### Sequential cells grouped by signal name

Scale bar: 20 um.
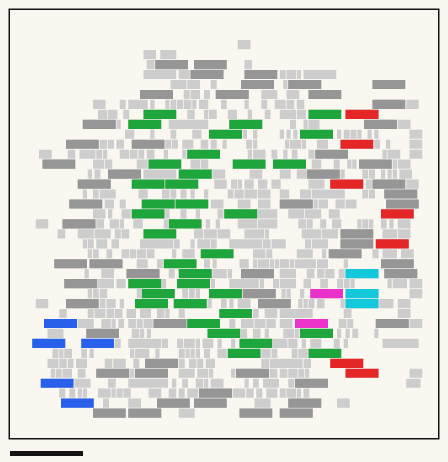
### Cell area per tile

Scale bar: 20 um. The die is cut into 12 by 12 equal tiles; white is low, dark blue is high, 0 to 100% covered.
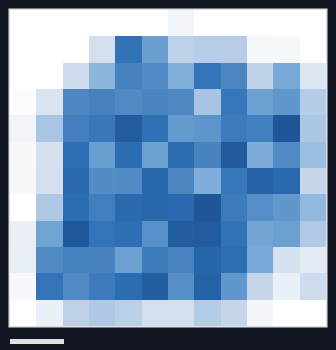
### Nets reached from selected ports

Scale bar: 20 um.
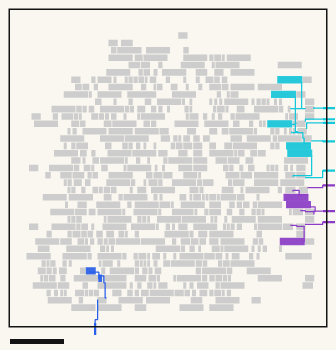
### Placed standard cells

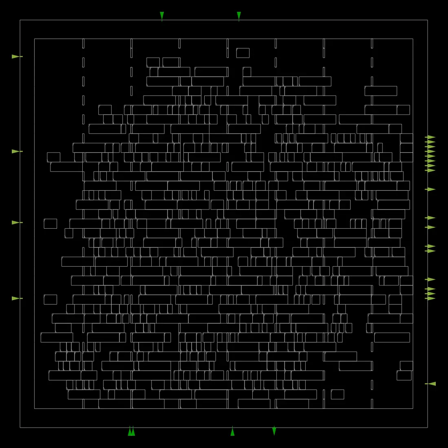
### Supply network

Scale bar: 20 um. Pins as bars on the die edge. Tap cells in gray.
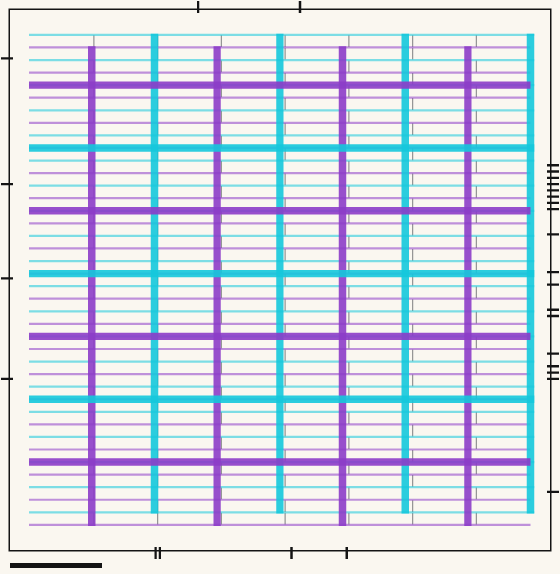
<file path="config.mk">
export PLATFORM = sky130hd
export DESIGN_NAME = spike_rate_decoder_flat
export DESIGN_NICKNAME = d
export VERILOG_FILES = /design/src/rtl/spike_rate_decoder_pkg.sv /design/src/rtl/spike_rate_decoder_if.sv /design/src/rtl/spike_rate_decoder_counter_bank.sv /design/src/rtl/spike_rate_decoder.sv /design/src/flat_wrapper.sv
export SDC_FILE = /design/constraint.sdc
export NUM_CORES = 1
export LEC_CHECK = 0
export CAP_MARGIN = 0
export CORE_MARGIN = 4
export CORE_UTILIZATION = 45
export DETAILED_ROUTE_END_ITERATION = 8
export GPL_TIMING_DRIVEN = 0
export HOLD_SLACK_MARGIN = 0.08
export PLACE_DENSITY = 0.72
export SLEW_MARGIN = 25
export SYNTH_ARGS = -nofsm -noshare
export SYNTH_HDL_FRONTEND = slang
export SYNTH_HIERARCHICAL = 1
export SYNTH_SLANG_ARGS = --single-unit
export TNS_END_PERCENT = 20
</file>
<file path="constraint.sdc">
create_clock -name clk -period 3.33 [get_ports clk]
set_clock_uncertainty 0.15 [all_clocks]
set_input_delay 0.4995 -clock clk [delete_from_list [all_inputs] [get_ports clk]]
set_output_delay 0.4995 -clock clk [all_outputs]
set_load 0.01 [all_outputs]
</file>
<file path="src/rtl/spike_rate_decoder_pkg.sv">
// Shared constants and FSM encoding for the spike rate decoder.
// Neuron count and frame length match the upstream Hopfield network.
package spike_rate_decoder_pkg;

   localparam int N_NEURONS  = 7;
   localparam int FRAME_CLKS = 7;
   localparam int IDX_W      = 3;

   typedef enum logic [1:0] {
      ST_ACCUM   = 2'd0,
      ST_SCAN    = 2'd1,
      ST_PUBLISH = 2'd2
   } state_t;

endpackage

</file>
<file path="src/rtl/spike_rate_decoder_if.sv">
// Spike input and decision-result bundle for the spike rate decoder.
interface spike_rate_decoder_if #(
   parameter int N     = 7,
   parameter int CNT_W = 5
);

   logic             enable;
   logic [N-1:0]     spikes_in;
   logic             result_valid;
   logic [2:0]       winner_idx;
   logic [CNT_W-1:0] winner_count;
   logic [N-1:0]     pattern_out;
   logic             no_activity;
   logic             busy;

   modport master (
      output enable,
      output spikes_in,
      input  result_valid,
      input  winner_idx,
      input  winner_count,
      input  pattern_out,
      input  no_activity,
      input  busy
   );

   modport slave (
      input  enable,
      input  spikes_in,
      output result_valid,
      output winner_idx,
      output winner_count,
      output pattern_out,
      output no_activity,
      output busy
   );

endinterface

</file>
<file path="src/rtl/spike_rate_decoder_counter_bank.sv">
// N saturating per-neuron spike counters with a shadow snapshot.
// Snapshot captures the count including the increment of the same edge.
module spike_counter_bank #(
   parameter int N     = 7,
   parameter int CNT_W = 5
) (
   input  logic               clk,
   input  logic               reset_n,
   input  logic [N-1:0]       inc,
   input  logic               clear,
   input  logic               snap,
   output logic [N*CNT_W-1:0] live_flat,
   output logic [N*CNT_W-1:0] shadow_flat
);

   localparam logic [CNT_W-1:0] CNT_MAX = '1;

   for (genvar g = 0; g < N; g++) begin : g_cnt
      logic [CNT_W-1:0] r_live;
      logic [CNT_W-1:0] r_shadow;
      logic [CNT_W-1:0] w_next;

      assign w_next = (r_live == CNT_MAX) ? CNT_MAX
                    : r_live + CNT_W'(inc[g]);

      always_ff @(posedge clk or negedge reset_n) begin
         if (!reset_n) begin
            r_live   <= '0;
            r_shadow <= '0;
         end else begin
            if (snap) r_shadow <= w_next;
            if (clear || snap) r_live <= '0;
            else               r_live <= w_next;
         end
      end

      assign live_flat[g*CNT_W +: CNT_W]   = r_live;
      assign shadow_flat[g*CNT_W +: CNT_W] = r_shadow;
   end

endmodule

</file>
<file path="src/rtl/spike_rate_decoder.sv">
// Windowed spike-rate decoder: counts spikes per frame over a window,
// then scans the snapshot serially for the most active neuron.
module spike_rate_decoder
   import spike_rate_decoder_pkg::*;
#(
   parameter int N         = N_NEURONS,
   parameter int FRAME_LEN = FRAME_CLKS,
   parameter int WINDOW    = 16,
   parameter int CNT_W     = 5,
   parameter int THRESH    = 8
) (
   input  logic                  clk,
   input  logic                  reset_n,
   spike_rate_decoder_if.slave   bus
);

   localparam int PH_W = $clog2(FRAME_LEN + 1);
   localparam int FR_W = $clog2(WINDOW + 1);

   localparam logic [PH_W-1:0]  PH_LAST  = PH_W'(FRAME_LEN - 1);
   localparam logic [FR_W-1:0]  FR_LAST  = FR_W'(WINDOW - 1);
   localparam logic [IDX_W-1:0] IDX_LAST = IDX_W'(N - 1);
   localparam logic [CNT_W-1:0] THR      = CNT_W'(THRESH);

   if (WINDOW * FRAME_LEN <= N + 2) begin : g_bad_window
      $error("WINDOW*FRAME_LEN must exceed N+2");
   end
   if (N > 8) begin : g_bad_n
      $error("N must not exceed 8");
   end

   logic [PH_W-1:0]    r_phase;
   logic [FR_W-1:0]    r_frame;
   state_t             r_state;
   state_t             w_state_nx;
   logic [IDX_W-1:0]   r_idx;
   logic [IDX_W-1:0]   r_best_idx;
   logic [CNT_W-1:0]   r_best_cnt;

   logic               r_valid;
   logic [IDX_W-1:0]   r_win_idx;
   logic [CNT_W-1:0]   r_win_cnt;
   logic [N-1:0]       r_pattern;
   logic               r_no_act;

   logic               w_strobe;
   logic               w_sample;
   logic               w_win_end;
   logic [N-1:0]       w_inc;
   logic [N*CNT_W-1:0] w_live;
   logic [N*CNT_W-1:0] w_shadow;
   logic [CNT_W-1:0]   w_cur;
   logic [N-1:0]       w_pattern;

   assign w_strobe  = (r_phase == PH_LAST);
   assign w_sample  = w_strobe && bus.enable;
   assign w_win_end = w_sample && (r_frame == FR_LAST);
   assign w_inc     = bus.spikes_in & {N{w_sample}};

   spike_counter_bank #(
      .N     (N),
      .CNT_W (CNT_W)
   ) u_bank (
      .clk         (clk),
      .reset_n     (reset_n),
      .inc         (w_inc),
      .clear       (~bus.enable),
      .snap        (w_win_end),
      .live_flat   (w_live),
      .shadow_flat (w_shadow)
   );

   assign w_cur = w_shadow[int'(r_idx)*CNT_W +: CNT_W];

   always_comb begin
      w_pattern = '0;
      for (int i = 0; i < N; i++) begin
         w_pattern[i] = (w_shadow[i*CNT_W +: CNT_W] >= THR);
      end
   end

   // Phase free-runs so frame alignment with the upstream scan survives enable toggles
   always_ff @(posedge clk or negedge reset_n) begin
      if (!reset_n) begin
         r_phase <= '0;
      end else if (w_strobe) begin
         r_phase <= '0;
      end else begin
         r_phase <= r_phase + 1'b1;
      end
   end

   always_ff @(posedge clk or negedge reset_n) begin
      if (!reset_n) begin
         r_frame <= '0;
      end else if (!bus.enable) begin
         r_frame <= '0;
      end else if (w_sample) begin
         r_frame <= w_win_end ? '0 : r_frame + 1'b1;
      end
   end

   always_ff @(posedge clk or negedge reset_n) begin
      if (!reset_n) r_state <= ST_ACCUM;
      else          r_state <= w_state_nx;
   end

   always_comb begin
      w_state_nx = r_state;
      case (r_state)
         ST_ACCUM:   if (w_win_end) w_state_nx = ST_SCAN;
         ST_SCAN:    if (r_idx == IDX_LAST) w_state_nx = ST_PUBLISH;
         ST_PUBLISH: w_state_nx = ST_ACCUM;
         default:    w_state_nx = ST_ACCUM;
      endcase
   end

   // Strict compare keeps the lowest index on ties
   always_ff @(posedge clk or negedge reset_n) begin
      if (!reset_n) begin
         r_idx      <= '0;
         r_best_idx <= '0;
         r_best_cnt <= '0;
      end else if (w_win_end) begin
         r_idx      <= '0;
         r_best_idx <= '0;
         r_best_cnt <= '0;
      end else if (r_state == ST_SCAN) begin
         r_idx <= r_idx + 1'b1;
         if (w_cur > r_best_cnt) begin
            r_best_cnt <= w_cur;
            r_best_idx <= r_idx;
         end
      end
   end

   always_ff @(posedge clk or negedge reset_n) begin
      if (!reset_n) begin
         r_valid   <= 1'b0;
         r_win_idx <= '0;
         r_win_cnt <= '0;
         r_pattern <= '0;
         r_no_act  <= 1'b0;
      end else begin
         r_valid <= (r_state == ST_PUBLISH);
         if (r_state == ST_PUBLISH) begin
            r_win_idx <= r_best_idx;
            r_win_cnt <= r_best_cnt;
            r_pattern <= w_pattern;
            r_no_act  <= (r_best_cnt == '0);
         end
      end
   end

   assign bus.result_valid = r_valid;
   assign bus.winner_idx   = r_win_idx;
   assign bus.winner_count = r_win_cnt;
   assign bus.pattern_out  = r_pattern;
   assign bus.no_activity  = r_no_act;
   assign bus.busy         = (r_state != ST_ACCUM);

endmodule

</file>
<file path="src/flat_wrapper.sv">
// flat-port wrapper written by rule: the top's interface ports become plain ports
module spike_rate_decoder_flat import spike_rate_decoder_pkg::*;
#(
   parameter int N         = N_NEURONS,
   parameter int FRAME_LEN = FRAME_CLKS,
   parameter int WINDOW    = 16,
   parameter int CNT_W     = 5,
   parameter int THRESH    = 8
)
  (clk, reset_n, bus_enable, bus_spikes_in, bus_result_valid, bus_winner_idx, bus_winner_count, bus_pattern_out, bus_no_activity, bus_busy);
  spike_rate_decoder_if #(.N(N), .CNT_W(CNT_W)) bus_i ();
  input  logic clk;
  input  logic reset_n;
  input wire logic [$bits(bus_i.enable)-1:0] bus_enable;
  input wire logic [$bits(bus_i.spikes_in)-1:0] bus_spikes_in;
  output wire logic [$bits(bus_i.result_valid)-1:0] bus_result_valid;
  output wire logic [$bits(bus_i.winner_idx)-1:0] bus_winner_idx;
  output wire logic [$bits(bus_i.winner_count)-1:0] bus_winner_count;
  output wire logic [$bits(bus_i.pattern_out)-1:0] bus_pattern_out;
  output wire logic [$bits(bus_i.no_activity)-1:0] bus_no_activity;
  output wire logic [$bits(bus_i.busy)-1:0] bus_busy;
  assign bus_i.enable = bus_enable;
  assign bus_i.spikes_in = bus_spikes_in;
  assign bus_result_valid = bus_i.result_valid;
  assign bus_winner_idx = bus_i.winner_idx;
  assign bus_winner_count = bus_i.winner_count;
  assign bus_pattern_out = bus_i.pattern_out;
  assign bus_no_activity = bus_i.no_activity;
  assign bus_busy = bus_i.busy;
  spike_rate_decoder #(.N(N), .FRAME_LEN(FRAME_LEN), .WINDOW(WINDOW), .CNT_W(CNT_W), .THRESH(THRESH)) u_core (.clk(clk), .reset_n(reset_n), .bus(bus_i));
endmodule
</file>
==> results.txt <==
Implementation status.

- In the synthesized netlist the dominant register cell turns out to be sky130_fd_sc_hd__dfrtp_1.
- Yosys reports that the most numerous cell types are sky130_fd_sc_hd__dfrtp_1, sky130_fd_sc_hd__nor2_1, sky130_fd_sc_hd__nand2_1.
- The run finished with clean final reports.
- The initial antenna violation count is 0.
- The most critical setup path has its startpoint at u_core/r_idx[1].
- The synthesis report lists the most area-consuming cells as sky130_fd_sc_hd__dfrtp_1, sky130_fd_sc_hd__ha_1, sky130_fd_sc_hd__nor2_1.
- The critical path's slowest stage uses the library cell sky130_fd_sc_hd__dfrtp_1.
- The maximum fanout encountered on the critical timing path is 10.
- The first detailed-routing pass ran for 5 iterations.
- The worst slew margin relative to its limit is 50.7%.
- The sink count of the clock tree is 108.
- The final routed wirelength across all metal layers is 12.2 mm.
- Counting pins that exceed their max-slew limit in the final report gives 0.
- The number of warnings reported in the stage logs is 27.
- The synth_stat.txt file lists the number of cells as 518.
- Relative to the synthesized area, the layout overhead comes to 14.9%.
- The shortest period the worst path allows is 2.88 ns.
- Counting along the longest clock path gives a buffer depth of 2.
- Across all register-to-register paths, the minimum setup slack is 0.45 ns.
- In the synthesis report, Yosys lists the chip area as 0.00534 mm2.
- The cell resize tally after clock tree synthesis is 0.
- Synthesis instantiated 50 different standard cells from the library.
- Per the detail_route report, vias per standard cell equal 5.84.
- The share of the cycle needed by the critical path after routing is 86.6%.
- For this run the top cell type by instance count after synthesis was sky130_fd_sc_hd__dfrtp_1.
- The global placement routability congestion is 0.864.
- The type of element launching the critical path is a register.
- CTS added clock buffers totalling 9.
- The max-cap check violation count is 0.
- The number of post-CTS setup repair buffers is 0.
- The beginning of the worst register-to-register path is u_core/r_idx[1].
- The pin count of the biggest net entering global routing is 63.
- The synthesized area divided by synthesized cell count is 10.3 um2.
- The post-route cell area is 0.00613 mm2.
- For this run, design rule violations remaining after detail routing come to 0.
- The die footprint is 0.0137 mm2.
- The total nets after synthesis is 551.
- The post-synth count of flops with an enable pin is 0.
- The required time at the worst endpoint is listed as 3.41 ns.
- The total power consumption of the routed design is 2500 uW.
- The final setup violation count is 0.
- The wire length of the first global-routing pass is 20.3 mm.
- Per the GRT congestion report, total overflow comes to 0.
- After technology mapping, the gate count stands at 518.
- The slew at the pin with the worst max-slew slack is 0.737 ns.
- The HPWL reported at the end of detailed placement is 8.61 mm.
- The CTS H-tree depth is 3.
- The post-synthesis cell type with the largest combined area is sky130_fd_sc_hd__dfrtp_1.
- The leakage power total is 0.00279 uW.
- The synthesis log from Yosys contains 6 warnings.
- In the Yosys report, the sequential cells make up 50.6% of the chip area.
- The cell that appears most often on the critical path is sky130_fd_sc_hd__buf_4.
- The number of global-route vias before repair is 4139.
- The OpenROAD report gives the critical path a data arrival time of 2.97 ns.
- The wire length per cell after detailed routing is 17.3 um.
- TritonCTS built the clock tree.
- The final timing report lists a hold violation count of 0.
- The maximum cell stage delay along the critical path is 0.40 ns.
- The kind of end point of the critical path is a register.
- In this run, the number of DRC markers left after iteration 0 of detailed routing was 316.
- Derived from the worst setup path, the maximum achievable clock frequency is 0.347 GHz.
- Of all flip-flops after synthesis, the portion carrying an async set or reset was 100%.
- Of the post-synthesis cell area, the dominant cell type holds 50.6%.
-- 'Sequential cells grouped by signal name' (at the start) --
blue -> `u_core/r_frame`  # sequential cells 5, where lower left
red -> `u_core/bus.pattern_out`  # sequential cells 7
magenta -> `u_core/r_state`  # sequential cells 2
green -> `u_core/u_bank/g_cnt.r_shadow`  # sequential cells 35
cyan -> `u_core/r_best_idx`  # sequential cells 3
not colored = 56
final cell utilization of the core: 53.3%
sequential portion of the cell area: 44.1%

-- 'Cell area per tile' (at the start) --
mean over tiles = 44%
densest ninth of the die = center
emptiest ninth of the die = upper left
total core area: 0.0115 mm2
fraction of the core area occupied by cells at floorplan: 46.3%

-- 'Nets reached from selected ports' (at the start) --
purple -> `bus_winner_idx`  # bits 3, direction output, end cells 3, buffers 3, wire 48.3 um
blue -> `bus_enable`  # bits 1, direction input, end cells 2, buffers 1, wire 27.3 um
cyan -> `bus_winner_count`  # bits 5, direction output, end cells 5, buffers 5, wire 93.1 um
port bufs: 27
I/O pin count: 28

-- 'Placed standard cells' (at the start) --
count of filler cells inserted in the layout: 1020
number of standard cells in the final layout excluding fillers: 705
flop count: 108
row cnt: 39
number of tap cells inserted: 143

-- 'Supply network' (at the start) --
cyan -> VDD
purple -> VSS
met5 straps = 7
tap cells = 143
rows = 39
width of the die: 117 um
largest voltage drop on the vdd net: 224 uV
overall die height: 117 um

## routing by layer
metal,share of wire (%),global-route usage (%),vias to the layer above
li1,-,-,1978
met1,46,25.5,2025
met2,47,31.3,96
met3,3.8,2.72,18
met4,2.6,9.33,0
met5,0,0,-
## critical path: cells and delay by family, from the launching register on
| kind | cells | cell delay, ns |
|---|---|---|
| AOI/OAI and AO/OA | 5 | 1.06 |
| buffers and inverters | 3 | 0.48 |
| DFF | 1 | 0.40 |
| and+or+nand+nor | 2 | 0.35 |
| adders and majority gates | 1 | 0.33 |
## cells in the final DEF (no fill, tap or decap), drive strengths merged, types with 6 or more instances in the layout
| master | count |
|---|---|
| a211oi | 17 |
| a21oi | 36 |
| a221oi | 6 |
| a31oi | 20 |
| and2 | 8 |
| and4 | 8 |
| buf | 28 |
| clkbuf | 14 |
| clkdlybuf4s50 | 26 |
| dfrtp | 108 |
| ha | 23 |
| inv | 24 |
| mux2i | 15 |
| nand2 | 38 |
| nand3 | 14 |
| nand4 | 9 |
| nor2 | 52 |
| nor3 | 13 |
| o21ai | 31 |
| o31ai | 12 |
## layout make-up
cell class | instances | area, um2 | share of cell area, %
buffer | 29 | 186 | 3.04
clock buffer | 11 | 233 | 3.79
clock inverter | 4 | 75.1 | 1.22
inverter | 24 | 92.6 | 1.51
multi-input combinational | 357 | 2360 | 38.4
sequential | 108 | 2700 | 44.1
tap | 143 | 179 | 2.92
timing repair buffer | 29 | 309 | 5.04
## repair_timing
action,in CTS,in global routing
hold buffers,1,0
hold endpoints to repair,46,0
setup endpoints to repair,0,0
## metrics by stage
stage / instances / hold WS, ns / worst slack (ns)
floorplan: 518 / 0.0539 / 0.788
global placement: 688 / 0.278 / -2.41
detailed placement: 689 / 0.298 / 0.496
CTS: 705 / 0.309 / 0.471
global route: 705 / 0.336 / 0.330
finish: 705 / 0.305 / 0.448
## where the power goes
| part | switching, uW | internal, uW | leakage, uW |
|---|---|---|---|
| clock network | 460 | 656 | 0.000142 |
| logic | 43.3 | 20.5 | 0.00118 |
| registers | 4.82 | 1310 | 0.00146 |
| total | 508 | 1990 | 0.00279 |
## kinds of logic after synthesis
kind of cell,Yosys count,synth area share (%)
AND-OR/OR-AND,147,18.5
buffers and inverters,53,5.23
AND/OR/NAND/NOR,164,15.6
XOR/XNOR,3,0.492
adder cells (fa/ha/maj),23,5.39
multiplexers,20,4.08
flip-flops,108,50.6
## worst paths after layout
path                                                          to  cells past startpoint
worst max-delay path                        u_core/r_best_cnt[3]                     11
worst min-delay path                           u_core/r_phase[0]                      1
worst max register to register              u_core/r_best_cnt[3]                     11
worst min register to register                 u_core/r_phase[0]                      1
max in group asynchronous       u_core/u_bank/g_cnt[6].r_live[1]                      3
min in group asynchronous               u_core/bus.winner_idx[0]                      2
## sequential cells by signal (all words and copies together) (netlist names)
signal	cells
u_core/bus.result_valid	1
u_core/bus.pattern_out	7
u_core/r_frame	5
u_core/bus.winner_idx	3
u_core/bus.winner_count	5
u_core/u_bank/g_cnt.r_live	35
u_core/r_best_idx	3
u_core/r_best_cnt	5
u_core/r_idx	3
u_core/bus.no_activity	1
u_core/u_bank/g_cnt.r_shadow	35
u_core/r_phase	3
u_core/r_state	2
Power figures rest on the tool's default switching activity, not on a simulated workload.
